### src/rtl/pwm_bus_slave_if.sv
// Register-access bus between the PWM configuration writer and the PWM responder.
// The master drives the address, strobes and write data; the slave returns read data and a one-cycle ack.
interface pwm_bus_slave_if #(
  parameter int AW = 32,
  parameter int DW = 32
);
  logic [AW-1:0] adr;
  logic          cs;
  logic          wr;
  logic          rd;
  logic [DW-1:0] d_in;
  logic [DW-1:0] d_out;
  logic          ack;

  modport master (output adr, cs, wr, rd, d_in, input d_out, ack);
  modport slave  (input adr, cs, wr, rd, d_in, output d_out, ack);
endinterface

### src/rtl/pwm_bus_slave.sv
// PWM responder: CTRL/PERIOD/DUTY registers drive one PWM pin; PWM_IRQ_EN adds a STATUS wrap flag and irq.
// ack/d_out follow an access by one cycle and pwm_out lags the counter by one cycle; there is no backpressure, so every access is acked.
module pwm_bus_slave #(
  parameter int AW = 32,
  parameter int DW = 32
) (
  input  logic            clk,
  input  logic            rst_n,
  pwm_bus_slave_if.slave  bus,
  output logic            pwm_out,
  output logic            irq
);

  localparam logic [DW-1:0] ONE = {{(DW-1){1'b0}}, 1'b1};

  logic          mapped;
  logic [1:0]    sel;
  logic          wr_acc;
  logic          rd_acc;
  logic          ctrl_en;
  logic          ctrl_irq_en;
  logic [DW-1:0] period_q;
  logic [DW-1:0] duty_q;
  logic [DW-1:0] period_sh;
  logic [DW-1:0] duty_sh;
  logic [DW-1:0] cnt;
  logic          wrap;
  logic          flag;
  logic [DW-1:0] rd_data;
  logic          unused_adr_bits;

  assign mapped          = (bus.adr[AW-1:4] == '0);
  assign sel             = bus.adr[3:2];
  assign wr_acc          = bus.cs & bus.wr;
  assign rd_acc          = bus.cs & bus.rd & ~bus.wr;
  assign unused_adr_bits = ^bus.adr[1:0];

  // Only counting states can wrap; a zero shadow period parks the counter.
  assign wrap = ctrl_en && (period_sh != '0) && (cnt >= period_sh - ONE);

  always_ff @(posedge clk or negedge rst_n) begin
    if (!rst_n) begin
      ctrl_en  <= 1'b0;
      period_q <= '0;
      duty_q   <= '0;
    end else if (wr_acc && mapped) begin
      case (sel)
        2'd0:    ctrl_en  <= bus.d_in[0];
        2'd1:    period_q <= bus.d_in;
        2'd2:    duty_q   <= bus.d_in;
        default: ;
      endcase
    end
  end

  always_comb begin
    rd_data = '0;
    if (mapped) begin
      case (sel)
        2'd0: begin
          rd_data[0] = ctrl_en;
          rd_data[1] = ctrl_irq_en;
        end
        2'd1:    rd_data = period_q;
        2'd2:    rd_data = duty_q;
        default: rd_data[0] = flag;
      endcase
    end
  end

  // A simultaneous write and read strobe is a write; d_out keeps its last value.
  always_ff @(posedge clk or negedge rst_n) begin
    if (!rst_n) begin
      bus.ack   <= 1'b0;
      bus.d_out <= '0;
    end else begin
      bus.ack <= wr_acc | rd_acc;
      if (rd_acc) begin
        bus.d_out <= rd_data;
      end
    end
  end

  // Shadows track the registers while idle and otherwise change only at a period boundary.
  always_ff @(posedge clk or negedge rst_n) begin
    if (!rst_n) begin
      cnt       <= '0;
      period_sh <= '0;
      duty_sh   <= '0;
      pwm_out   <= 1'b0;
    end else if (!ctrl_en || (period_sh == '0)) begin
      cnt       <= '0;
      period_sh <= period_q;
      duty_sh   <= duty_q;
      pwm_out   <= 1'b0;
    end else begin
      pwm_out <= (cnt < duty_sh);
      if (wrap) begin
        cnt       <= '0;
        period_sh <= period_q;
        duty_sh   <= duty_q;
      end else begin
        cnt <= cnt + ONE;
      end
    end
  end

`ifdef PWM_IRQ_EN
  always_ff @(posedge clk or negedge rst_n) begin
    if (!rst_n) begin
      ctrl_irq_en <= 1'b0;
    end else if (wr_acc && mapped && (sel == 2'd0)) begin
      ctrl_irq_en <= bus.d_in[1];
    end
  end

  // Write-one-to-clear; a wrap in the same cycle keeps the flag set.
  always_ff @(posedge clk or negedge rst_n) begin
    if (!rst_n) begin
      flag <= 1'b0;
      irq  <= 1'b0;
    end else begin
      if (wrap) begin
        flag <= 1'b1;
      end else if (wr_acc && mapped && (sel == 2'd3) && bus.d_in[0]) begin
        flag <= 1'b0;
      end
      irq <= flag & ctrl_irq_en;
    end
  end
`else
  assign ctrl_irq_en = 1'b0;
  assign flag        = 1'b0;
  assign irq         = 1'b0;
`endif

endmodule

### src/flat_wrapper.sv
// flat-port wrapper written by rule: the top's interface ports become plain ports
module pwm_bus_slave_flat 
#(
  parameter int AW = 32,
  parameter int DW = 32
)
  (clk, rst_n, pwm_out, irq, bus_adr, bus_cs, bus_wr, bus_rd, bus_d_in, bus_d_out, bus_ack);
  pwm_bus_slave_if #(.AW(AW), .DW(DW)) bus_i ();
  input  logic clk;
  input  logic rst_n;
  output logic pwm_out;
  output logic irq;
  input wire logic [$bits(bus_i.adr)-1:0] bus_adr;
  input wire logic [$bits(bus_i.cs)-1:0] bus_cs;
  input wire logic [$bits(bus_i.wr)-1:0] bus_wr;
  input wire logic [$bits(bus_i.rd)-1:0] bus_rd;
  input wire logic [$bits(bus_i.d_in)-1:0] bus_d_in;
  output wire logic [$bits(bus_i.d_out)-1:0] bus_d_out;
  output wire logic [$bits(bus_i.ack)-1:0] bus_ack;
  assign bus_i.adr = bus_adr;
  assign bus_i.cs = bus_cs;
  assign bus_i.wr = bus_wr;
  assign bus_i.rd = bus_rd;
  assign bus_i.d_in = bus_d_in;
  assign bus_d_out = bus_i.d_out;
  assign bus_ack = bus_i.ack;
  pwm_bus_slave #(.AW(AW), .DW(DW)) u_core (.clk(clk), .rst_n(rst_n), .bus(bus_i), .pwm_out(pwm_out), .irq(irq));
endmodule
### config.mk
export PLATFORM = sky130hd
export DESIGN_NAME = pwm_bus_slave_flat
export DESIGN_NICKNAME = d
export VERILOG_FILES = /design/src/rtl/pwm_bus_slave_if.sv /design/src/rtl/pwm_bus_slave.sv /design/src/flat_wrapper.sv
export SDC_FILE = /design/constraint.sdc
export NUM_CORES = 1
export LEC_CHECK = 0
export CORE_UTILIZATION = 40
export CTS_BUF_LIST = sky130_fd_sc_hd__clkbuf_16
export CTS_CLUSTER_DIAMETER = 150
export CTS_CLUSTER_SIZE = 16
export DETAILED_ROUTE_END_ITERATION = 7
export PLACE_DENSITY = 0.56
export SLEW_MARGIN = 40
export SYNTH_ARGS = -nofsm -noshare
export SYNTH_HDL_FRONTEND = slang
export SYNTH_SLANG_ARGS = --single-unit
export TNS_END_PERCENT = 30
### constraint.sdc
create_clock -name clk -period 5.1 [get_ports clk]
set_input_delay 1.02 -clock clk [delete_from_list [all_inputs] [get_ports clk]]
set_output_delay 1.02 -clock clk [all_outputs]
set_load 0.005 [all_outputs]
Run 1, PDN straps and rails:
The bar under the picture is 50 um long. Pins as bars on the die edge. Tap cells in grey.
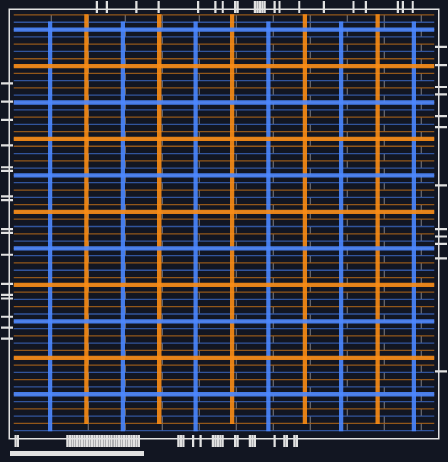
orange -> VDD
blue -> VSS
met5 straps = 11
tap cells = 324
rows = 57
chip width: 160 um
Die H: 160 um
Worst VDD drop: 0.217 mV
core footprint: 24,300 sq um

Run 1, cell classes on the final placement:
The bar under the picture is 50 um long.
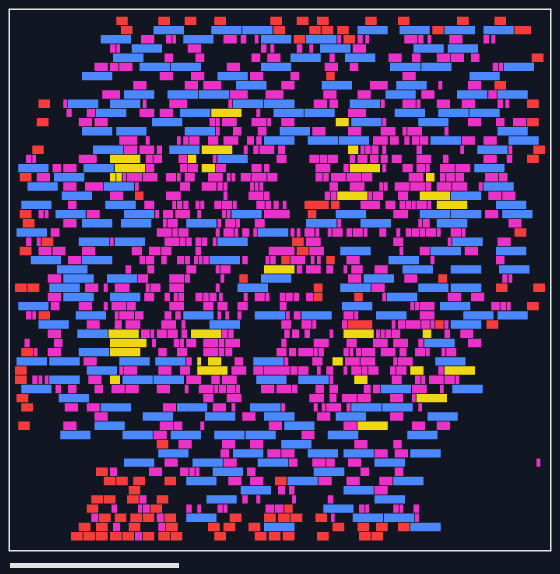
yellow -> clock drivers and dummy loads  # cells 32, share of their area 5.0%
magenta -> all other logic  # cells 639, share of their area 43%
red -> other buffers and delay cells  # cells 115, share of their area 9.9%
blue -> flops  # cells 195, share of their area 42%
Seq/total area: 0.410
Finished Cell Area: 11,900 sq um
cell row count: 57

Run 1, clock network drawn from the DEF:
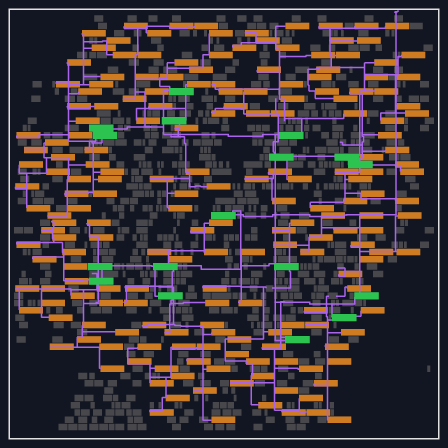
purple -> clock wires  # length 2,670 um
green -> cells driving clock nets  # count 17
orange -> flip-flops  # count 195
routed clock nets = 18
Clk. pwr: 1.36 mW
clock power share: 0.450

==> changes_impl.md, run 1 <==
### Physical design

- Status: completed
- Synth Flop Type: dfrtp_1
- Met3 WL: between 500 and 600 um
- Post-Syn Area per Cell: ~11 sq um
- Worst Tran Pin Value: between 0.7 and 0.8 ns
- Most numerous logic cell after layout: dfrtp_1
- Tightest Hold Check Type: reg2reg
- Met2 routed WL: between 10,000 and 15,000 um
- CP arrival: 4.80 ns
- Comb pwr share: 0.037
- XORs/XNORs by Area: 0.0520
- Flop+latch power: approximately 1.6 mW
- Gate count after technology mapping: roughly 870
- Routed WL per cell: ~17 um
- Sequential share of power: 0.513
- DR top layer: met4
- Syn-to-layout area delta: 19.7%
- Initial Util: 0.409
- Final period utilization: 0.879
- Post-Route Skew: about 0.014 ns
- Distinct cell type count after synthesis: ~52
- Hold_ws: 0.477 ns
- Vias per cell: about 5.2
- Top non-seq family: multiplexers
- Post-synth EDFFs: 0
- Critical Path Start Type: flip-flop
- Tot GR Track Use: 0.189
- Clock-pin slew on the worst setup and hold paths: about 0.080 ns
- Dpl ws: between 0.5 and 0.6 ns
- I/O Pins: approximately 100
- Switching part of the total: 0.241
- Clock sink count: around 200
- # setup viols final: 0
- Critical path capture point type: flip-flop
- # Post-CTS Setup Buffers: 0
- Met1 Resource Use GR: 0.266
- OpenROAD warnings: 31
- Pre-Repair DR Iteration Count: 5
- WL final: 22,600 um
- Adder Share, Synth: 0.0869
- Clock root cell: clkbuf_16
- Max Slew Vio Count: 0
- Vias: between 6,000 and 7,000
- Routing usage on met3: 0.0309
- Vias in the first global route: around 7,000
- CTS tree: built
- Initial antenna violation count: 0
- Largest net degree at the start of global routing: approximately 94
- Post-synth net total: about 1,000
- Required @ worst endpoint: roughly 5.4 ns
- Layout cells sized above 1: 0.188
- Synth warnings: 0
- Placed wire-length estimate: around 15,000 um
- Hold-fix buffers, CTS: 0
- Ys flops: ~200
- Psw: between 0.7 and 0.8 mW
- Metal-1 WL: ~11,000 um
- Compound-cell area share of the yosys netlist: 0.0781
- Combinational power: 0.111 mW
- Core Util, Final: 0.489
- Top Layout Cells: dfrtp_1, mux2_2, clkdlybuf4s50_1, ha_1, nor2_1
- Yosys stat cell total: 868
- Num CTS Buffers: 17
- Latency at later pin: ~0.45 ns
- Antenna Nets Post-Route: 0
- Final Power: ~3 mW
- Mux cell area share: 0.150
- Post-cts sizing count: 0
- Ant. Diodes: 0
- Post-synth ARST share: 1.00
- H-tree levels: 4
- Count of final hold-check violations: 0
- I/O Buffers: around 100
- Final setup margin: 0.615 ns
- Yosys stat area: 9940 sq um
- Register share after synthesis: 0.491
- WS Path Type: reg2reg
- GRT Max-Usage Layer: met2
- Setup TNS: 0 ns
- CP max FO: ~66
- Slew HR: 0.482
- Nets: 1,106
- Crit path time final: 4.49 ns
- Synth Cell Area: about 9900 sq um
- Fmax: between 0.2 and 0.25 GHz
- Routability cong.: 0.780
- Top power group: sequential cells
- Dpl cell area: between 10,000 and 15,000 sq um
- First-pass GRT wire length: ~38,000 um
- Simple share: 0.107
- RSZ-0062 raised after global routing: false
- Die ar.: about 25,000 sq um
- DRT iter0 DRCs: between 400 and 500
- Clock Path Buffers: 2
- Met2 Use GR: 0.303
- Remaining DRCs: 0
- Layout Cells excl Fill: 1,305
- Leak: just under 6 nW
- Pint: 2.29 mW
- Grt total ovfl: 0
- PwrDens: 253 nW/um^2
- Placed Cells: 1,273
- Max_cap viols: 0
## run 1: final timing paths
kind	startpoint	endpoint	slack [ns]	depth (start not counted)
max	u_core.period_sh[21]	u_core.period_sh[13]	0.61	14
min	u_core.bus.d_out[1]	u_core.bus.d_out[1]	0.48	2
max reg2reg	u_core.period_sh[21]	u_core.period_sh[13]	0.61	14
min reg2reg	u_core.bus.d_out[1]	u_core.bus.d_out[1]	0.48	2
max in group asynchronous	rst_n	u_core.period_sh[11]	3.46	2
min in group asynchronous	rst_n	u_core.bus.d_out[27]	0.61	1
## run 1: worst max-delay path, stage by stage, from the launching register on
cell      delay [ns]
dfrtp_1         0.41
or4_1           0.60
nor3_1          0.39
nand4_4         0.19
nor3_1          0.27
nor3b_1         0.29
xnor2_1         0.10
ha_1            0.27
and4_1          0.20
nand3_1         0.12
nor3_1          0.28
o311ai_0        0.28
nand4_4         0.19
buf_12          0.31
mux2_2          0.39
## run 1: synthesized netlist by cell type (all sizes together), types with 2 or more instances
cell type,number,area [sq um]
a211oi,2,15.0
a21boi,2,15.0
a21o,15,113
a21oi,20,100
a22oi,31,233
and2,2,12.5
and3,11,68.8
and4,2,17.5
buf,17,111
clkbuf,17,63.8
dfrtp,195,4880
ha,69,863
inv,44,165
mux2,129,1490
nand2,56,210
nand3,27,135
nand4,16,121
nor2,59,221
nor2b,3,18.8
nor3,17,90.1
nor3b,2,15.0
nor4,12,90.1
o21ai,40,200
or3,3,18.8
or4,4,33.8
xnor2,28,245
xor2,31,272
## run 1: area by class of cell
| cell class | instances | area [sq um] |
|---|---|---|
| fill | 2236 | 12400 |
| clock inverter | 15 | 149 |
| multi-input combinational | 595 | 4730 |
| sequential | 195 | 4880 |
| clock buffer | 17 | 425 |
| tap | 324 | 405 |
| inverter | 44 | 165 |
| timing repair buffer | 115 | 1140 |
==> inputs of run 2 (changes only) <==
--- a/config.mk
+++ b/config.mk
@@ -5,12 +5,12 @@
 export SDC_FILE = /design/constraint.sdc
 export NUM_CORES = 1
 export LEC_CHECK = 0
-export CORE_UTILIZATION = 40
+export CORE_UTILIZATION = 45
 export CTS_BUF_LIST = sky130_fd_sc_hd__clkbuf_16
 export CTS_CLUSTER_DIAMETER = 150
-export CTS_CLUSTER_SIZE = 16
+export CTS_CLUSTER_SIZE = 12
 export DETAILED_ROUTE_END_ITERATION = 7
-export PLACE_DENSITY = 0.56
+export PLACE_DENSITY = 0.62
 export SLEW_MARGIN = 40
 export SYNTH_ARGS = -nofsm -noshare
 export SYNTH_HDL_FRONTEND = slang
Run 2, wiring by layer:
The bar under the picture is 50 um long. Only two layers are drawn.
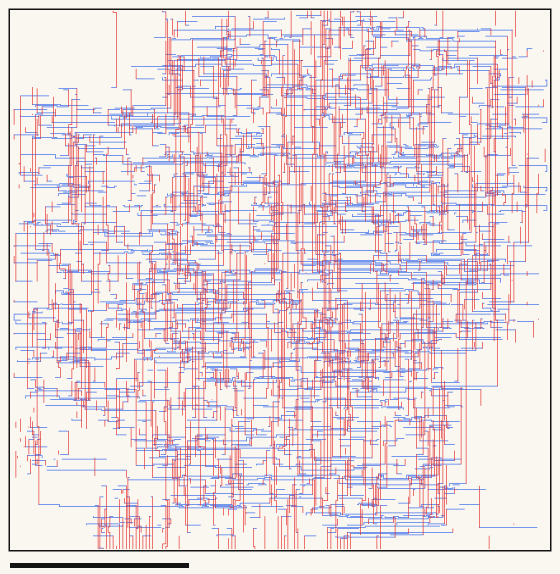
red -> met2  # wire length 10,700 um
blue -> met1  # wire length 10,500 um
Tot GR Track Use: 0.208
Routed WL per cell: 17.5 um
vias: 6,788
WL final: 22,100 um

Run 2, PDN straps and rails:
The bar under the picture is 50 um long. Pins as bars on the die edge. Tap cells in grey.
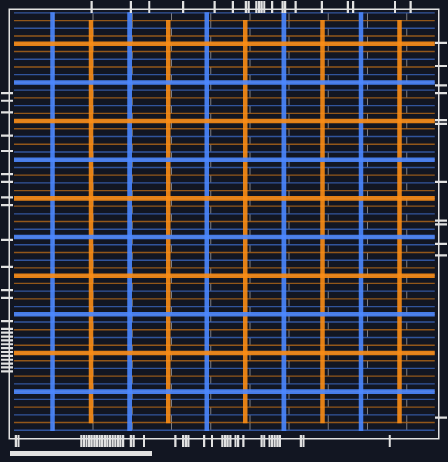
orange -> VDD
blue -> VSS
signal pins = 104
tap cells = 280
met5 straps = 10
met4 straps = 10
core footprint: 21,800 sq um
Worst VDD drop: 0.208 mV

==> run 2 against run 1 <==
  * Wire length decreased by 2.1%
  * Die area decreased by 11%
  * Via count about the same
  * Register-to-register slack improved by 0.02 ns
  * Clock skew decreased by 0.0014 ns
  * Clock power about the same
  * Final cell count decreased by 3.5%
==> changes_impl.md, run 2 <==
### Physical design

- Status: completed
- # Post-CTS Setup Buffers: 0
- Critical path capture point type: flip-flop
- Hold-fix buffers, CTS: 0
- Cell Chain, Critical Path: or4_1 > nor3_2 > nand3_1 > nor2b_1 > nand2_1 > xor2_1 > ha_1 > and4_1 > nand3_1 > nor3_1 > o311ai_0 > nand4_4 > buf_12 > mux2_2
- CP arrival: between 4 and 5 ns
- Clock power share: 0.457
- Remaining DRCs: 0
- Simple share: 0.107
- DRT iter0 DRCs: 388
- Worst Tran Pin Value: around 0.71 ns
- Pint: 2.37 mW
- Slew HR: 0.528
- Max_cap viols: 0
- Initial antenna violation count: 0
- Num CTS Buffers: 17
- Layout Cells excl Fill: approximately 1,300
- Synth warnings: 0
- Syn-to-layout area delta: 19.7%
- Final period utilization: 0.876
- PwrDens: ~260 nW/um^2
- Grt total ovfl: 0
- H-tree levels: 4
- Latency at later pin: 0.43 ns
- Yosys stat cell total: around 870
- Largest net degree at the start of global routing: ~110
- Ys flops: roughly 200
- Top non-seq family: multiplexers
- Die H: between 150 and 200 um
- Mux cell area share: 0.150
- I/O Pins: around 100
- Fmax: 0.224 GHz
- Final Power: about 3.1 mW
- Switching part of the total: 0.222
- Post-synth net total: 1,006
- Pre-Repair DR Iteration Count: 4
- Fill count: between 1,500 and 2,000
- CP max FO: 50
- Adder Share, Synth: 0.0869
- Top Layout Cells: dfrtp_1, mux2_2, clkdlybuf4s50_1, ha_1, nor2_1
- Synth Flop Type: dfrtp_1
- Clock-pin slew on the worst setup and hold paths: 0.07 ns
- Synth Cell Area: 9940 sq um
- Compound-cell area share of the yosys netlist: 0.0781
- Register share after synthesis: 0.491
- Nets: between 1,000 and 1,500
- Hold_ws: around 0.48 ns
- Largest area contributor in the netlist: dfrtp_1
- Setup TNS: 0 ns
- Top delay family on crit path: simple AND/OR/NAND/NOR gates
- Vias in the first global route: between 6,000 and 7,000
- Top area contributor share: 0.491
- Post-Route Skew: roughly 0.012 ns
- Required @ worst endpoint: 5.41 ns
- Clock Path Buffers: 2
- Crit path time final: around 4.5 ns
- Leak: about 5.8 nW
- Post-Syn Area per Cell: roughly 11 sq um
- Placed Cells: between 1,000 and 1,500
- Buf/Inv on CP: 1
- Critical Path Start Type: flip-flop
- XORs/XNORs by Area: 0.0520
- Yosys top cell by instances: dfrtp_1
- Initial Util: 0.457
- Die ar.: between 20,000 and 25,000 sq um
- Most numerous logic cell after layout: dfrtp_1
- Layout cells sized above 1: 0.184
- Vias per cell: between 5 and 6
- RSZ-0062 raised after global routing: false
- Commonest cells in the netlist: dfrtp_1, mux2_2, ha_1, nor2_1, nand2_1
- Routability cong.: 0.818
- Count of final hold-check violations: 0
- # setup viols final: 0
- Gate count after technology mapping: 868
- Most frequent CP cell: nand3_1
- Dpl ws: a little under 0.7 ns
- Clock root cell: clkbuf_16
- Yosys stat area: a little under 10,000 sq um
- Distinct cell type count after synthesis: roughly 52
- Critical-path top delay cell: or4_1
- CTS tree: built
- Placed wire-length estimate: between 15,000 and 20,000 um
- Sequential share of power: 0.506
- Post-synth area hogs: dfrtp_1, mux2_2, ha_1
- Comb pwr share: 0.037
- I/O Buffers: roughly 100
- Max incr delay on CP: 0.62 ns
- Post-synth ARST share: 1.00
- WS Path Type: reg2reg
- Dpl cell area: about 11,000 sq um
- Clock sink count: around 200
- Antenna Nets Post-Route: 0
- Psw: between 0.6 and 0.7 mW
- Max Slew Vio Count: 0
- Post-cts sizing count: 0
- Chip width: about 150 um
- OpenROAD warnings: 33
- Post-synth EDFFs: 0
- Tightest Hold Check Type: reg2reg
- Final setup margin: roughly 0.63 ns
- Ant. Diodes: 0
- First-pass GRT wire length: 36,100 um
Run 2, cell classes on the final placement:
The bar under the picture is 50 um long.
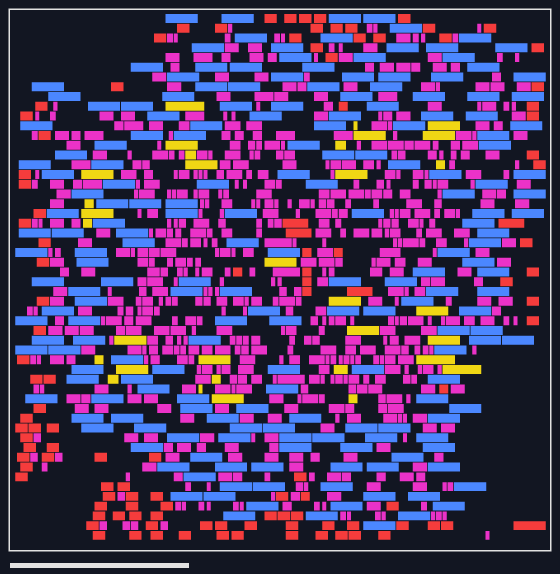
yellow -> clock drivers and dummy loads  # cells 32, share of their area 5.2%
magenta -> all other logic  # cells 639, share of their area 42%
blue -> flops  # cells 195, share of their area 42%
red -> other buffers and delay cells  # cells 113, share of their area 10%
Core Util, Final: 0.547
Finished Cell Area: 11,900 sq um
cell row count: 54
Seq/total area: 0.410

[run 2: cell counts after synthesis]
Identical to the previous run, type by type.
[run 2: area by class of cell]
cell class,count,area [sq um],share of cell area
Sequential cell,195,4880,0.410
Multi-Input combinational cell,595,4730,0.397
Timing Repair Buffer,113,1160,0.0979
Clock buffer,17,425,0.0358
Tap cell,280,350,0.0295
Clock inverter,15,180,0.0152
Inverter,44,165,0.0139
[run 2: final timing paths]
check                                startpoint                   end  slack, ns  depth (start not counted)
setup / recovery            u_core.period_sh[9]  u_core.period_sh[15]       0.63                         14
hold reg to reg            u_core.bus.d_out[30]  u_core.bus.d_out[30]       0.48                          2
setup reg to reg            u_core.period_sh[9]  u_core.period_sh[15]       0.63                         14
max in group asynchronous                 rst_n        u_core.cnt[21]       3.70                          2
min in group asynchronous                 rst_n  u_core.bus.d_out[31]       0.53                          1
hold / removal             u_core.bus.d_out[30]  u_core.bus.d_out[30]       0.48                          2
[run 2: power by group through the flow]
stage	combinational, mW	sequential, mW	clock [mW]
global route	0.125	1.55	1.48
detailed placement	0.116	1.58	0
global placement	0.114	1.58	0
finish	0.113	1.55	1.39
floorplan	0.0141	1.58	0
CTS	0.116	1.55	1.42
[run 2: logic make-up (layout without fill, tap and decap cells)]
logic type                 Yosys count  after routing
adders and majority gates           69             69
other                                1              1
and+or+nand+nor                    216            216
xor gates and xnor gates            59             59
AOI/OAI and AO/OA                  121            121
DFF                                195            195
muxes                              129            129
buffers and inverters               78            189
[run 2: layer usage]
metal,track usage,vias up,part of all wire
li1,-,3274,-
met1,0.288,3400,0.48
met2,0.340,102,0.48
met3,0.0348,12,0.032
met4,0.0475,0,0.0086
met5,0,-,0
==> inputs of run 3 (changes only) <==
--- a/config.mk
+++ b/config.mk
@@ -5,12 +5,12 @@
 export SDC_FILE = /design/constraint.sdc
 export NUM_CORES = 1
 export LEC_CHECK = 0
-export CORE_UTILIZATION = 45
+export CORE_UTILIZATION = 55
 export CTS_BUF_LIST = sky130_fd_sc_hd__clkbuf_16
 export CTS_CLUSTER_DIAMETER = 150
 export CTS_CLUSTER_SIZE = 12
 export DETAILED_ROUTE_END_ITERATION = 7
-export PLACE_DENSITY = 0.62
+export PLACE_DENSITY = 0.74
 export SLEW_MARGIN = 40
 export SYNTH_ARGS = -nofsm -noshare
 export SYNTH_HDL_FRONTEND = slang
Run 3, cell classes on the final placement:
The bar under the picture is 50 um long.
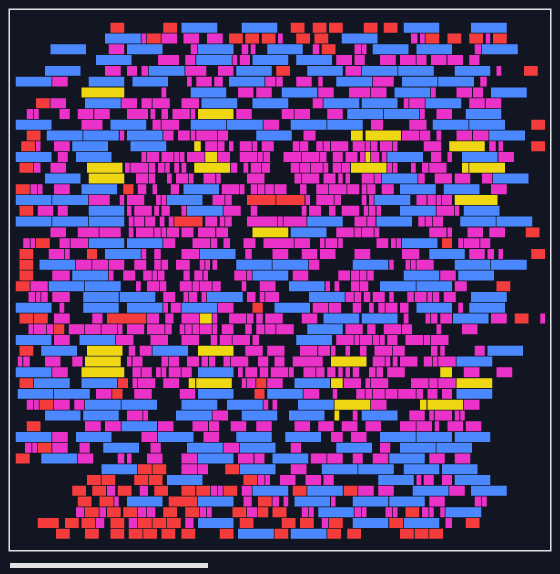
magenta -> all other logic  # cells 639, share of their area 42%
blue -> flops  # cells 195, share of their area 42%
yellow -> clock drivers and dummy loads  # cells 31, share of their area 5.1%
red -> other buffers and delay cells  # cells 115, share of their area 10%
Seq/total area: 0.413
Core Util, Final: 0.677

Run 3, PDN straps and rails:
The bar under the picture is 50 um long. Pins as bars on the die edge. Tap cells in grey.
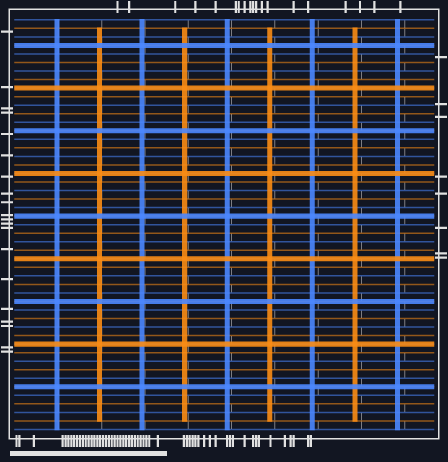
orange -> VDD
blue -> VSS
tap cells = 225
rows = 48
met4 straps = 9
chip width: 136 um
core footprint: 17,500 sq um
Worst VDD drop: 0.270 mV
Die H: 136 um

==> run 3 against run 2 <==
  * Clock power hardly changed
  * Combinational power about the same
  * Count of clock-buffer cells in the layout is the same
  * Total power decreased by 1.1%
  * Synthesized cell count stayed put
  * Sequential power is essentially flat
  * Sequential cell count stayed put
  * Maximum frequency down 4.8%
  * Global-route usage grew 4.3 points
  * Sequential share of layout area rose by 0.22 points
  * Core utilization grew 13 points
  * Critical path type unchanged
  * Largest cell class unchanged
  * Largest power group unchanged
==> changes_impl.md, run 3 <==
### Physical design

- Routed WL per cell: ~18 um
- First-pass GRT wire length: between 30,000 and 40,000 um
- Most numerous logic cell after layout: dfrtp_1
- # Post-CTS Setup Buffers: 0
- CP max FO: 34
- Clock Path Buffers: 2
- Commonest cells in the netlist: dfrtp_1, mux2_2, ha_1, nor2_1, nand2_1
- Fmax: approximately 0.21 GHz
- Ys flops: between 150 and 200
- Pre-Repair DR Iteration Count: 5
- Synth Flop Type: dfrtp_1
- Post-synth ARST share: 1.00
- Tot GR Track Use: 0.251
- Count of final hold-check violations: 0
- Top Layout Cells: dfrtp_1, mux2_2, clkdlybuf4s50_1, ha_1, nor2_1
- Initial Util: 0.569
- Yosys top cell by instances: dfrtp_1
- Max_cap viols: 0
- Largest net degree at the start of global routing: around 110
- Top delay family on crit path: simple AND/OR/NAND/NOR gates
- RSZ-0062 raised after global routing: false
- Dpl cell area: between 10,000 and 15,000 sq um
- Final setup margin: 0.402 ns
- Most frequent CP cell: nand3_1
- Register share after synthesis: 0.491
- Remaining DRCs: 0
- CP arrival: around 5.0 ns
- Vias in the first global route: a little over 7,000
- Ant. Diodes: 0
- Post-synth area hogs: dfrtp_1, mux2_2, ha_1
- Buf/Inv on CP: 1
- Leak: a little under 6 nW
- Reg2reg setup slack: 0.40 ns
- Status: completed
- Worst Tran Pin Value: between 0.8 and 0.9 ns
- Dpl ws: around 0.44 ns
- Comb area: 4730 sq um
- # setup viols final: 0
- Clock-pin slew on the worst setup and hold paths: about 0.070 ns
- Largest area contributor in the netlist: dfrtp_1
- Initial antenna violation count: 0
- Clock sink count: roughly 200
- Fill count: roughly 1,300
- Hold_ws: 0.433 ns
- Critical Path Start Type: flip-flop
- Top area contributor share: 0.491
- Placed Cells: approximately 1,200
- Num CTS Buffers: 17
- Finished Cell Area: around 12,000 sq um
- Cell row count: roughly 48
- WL final: between 20,000 and 25,000 um
- Post-cts sizing count: 0
- H-tree levels: 4
- Die ar.: about 19,000 sq um
- CTS tree: built
- Tightest Hold Check Type: in2async
- Gate count after technology mapping: just under 900
- WS Path Type: reg2reg
- Slew HR: 0.442
- Required @ worst endpoint: around 5.4 ns
- Critical path capture point type: flip-flop
- PwrDens: approximately 260 nW/um^2
Run 3, clock network drawn from the DEF:
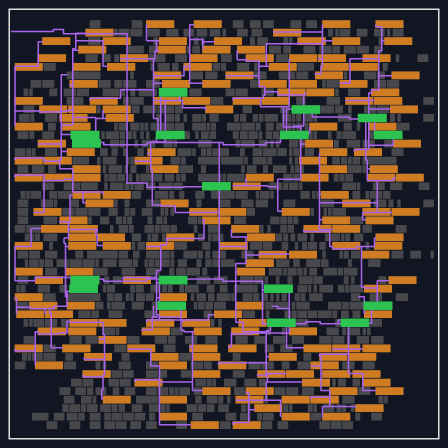
green -> cells driving clock nets  # count 17
orange -> flip-flops  # count 195
purple -> clock wires  # length 2,260 um
routed clock nets = 18
Latency at later pin: 0.43 ns
Post-Route Skew: 0.0129 ns

-- run 3: layout make-up --
class / count / area share
Clock buffer: 17 / 0.0360
Clock inverter: 14 / 0.0136
Inverter: 44 / 0.0140
Multi-Input combinational cell: 595 / 0.400
Sequential cell: 195 / 0.413
Tap cell: 225 / 0.0238
Timing Repair Buffer: 115 / 0.100
-- run 3: logic make-up (layout without fill, tap and decap cells) --
logic type | count (synthesis) | in the layout | synth area share
AND/OR/NAND/NOR | 216 | 216 | 0.107
multiplexers | 129 | 129 | 0.150
adder cells (fa/ha/maj) | 69 | 69 | 0.0869
buffers and inverters | 78 | 190 | 0.0342
other | 1 | 1 | 0.000377
AND-OR/OR-AND | 121 | 121 | 0.0781
flip-flops | 195 | 195 | 0.491
XOR/XNOR | 59 | 59 | 0.0520
-- run 3: power by group --
part / internal (mW) / switching [mW] / leakage [nW]
sequential: 1.55 / 0.0000964 / 2.72
clock: 0.769 / 0.590 / 0.296
combinational: 0.0548 / 0.0598 / 2.80
total: 2.37 / 0.649 / 5.82
-- run 3: per-layer routing --
layer	up-vias	track usage	wire length, um
li1	3271	-	-
met1	3415	0.349	10400
met2	106	0.413	10400
met3	16	0.0418	705
met4	0	0.0525	182
met5	-	0	0
-- run 3: final timing paths --
check / from / endpoint / cells past startpoint
max: u_core.period_sh[2] / u_core.period_sh[28] / 14
min: rst_n / u_core.period_q[13] / 1
max reg2reg: u_core.period_sh[2] / u_core.period_sh[28] / 14
min reg2reg: u_core.bus.d_out[13] / u_core.bus.d_out[13] / 2
max in group asynchronous: rst_n / u_core.duty_q[1] / 2
min in group clk: u_core.bus.d_out[13] / u_core.bus.d_out[13] / 2
Power figures rest on the tool's default switching activity, not on a simulated workload.
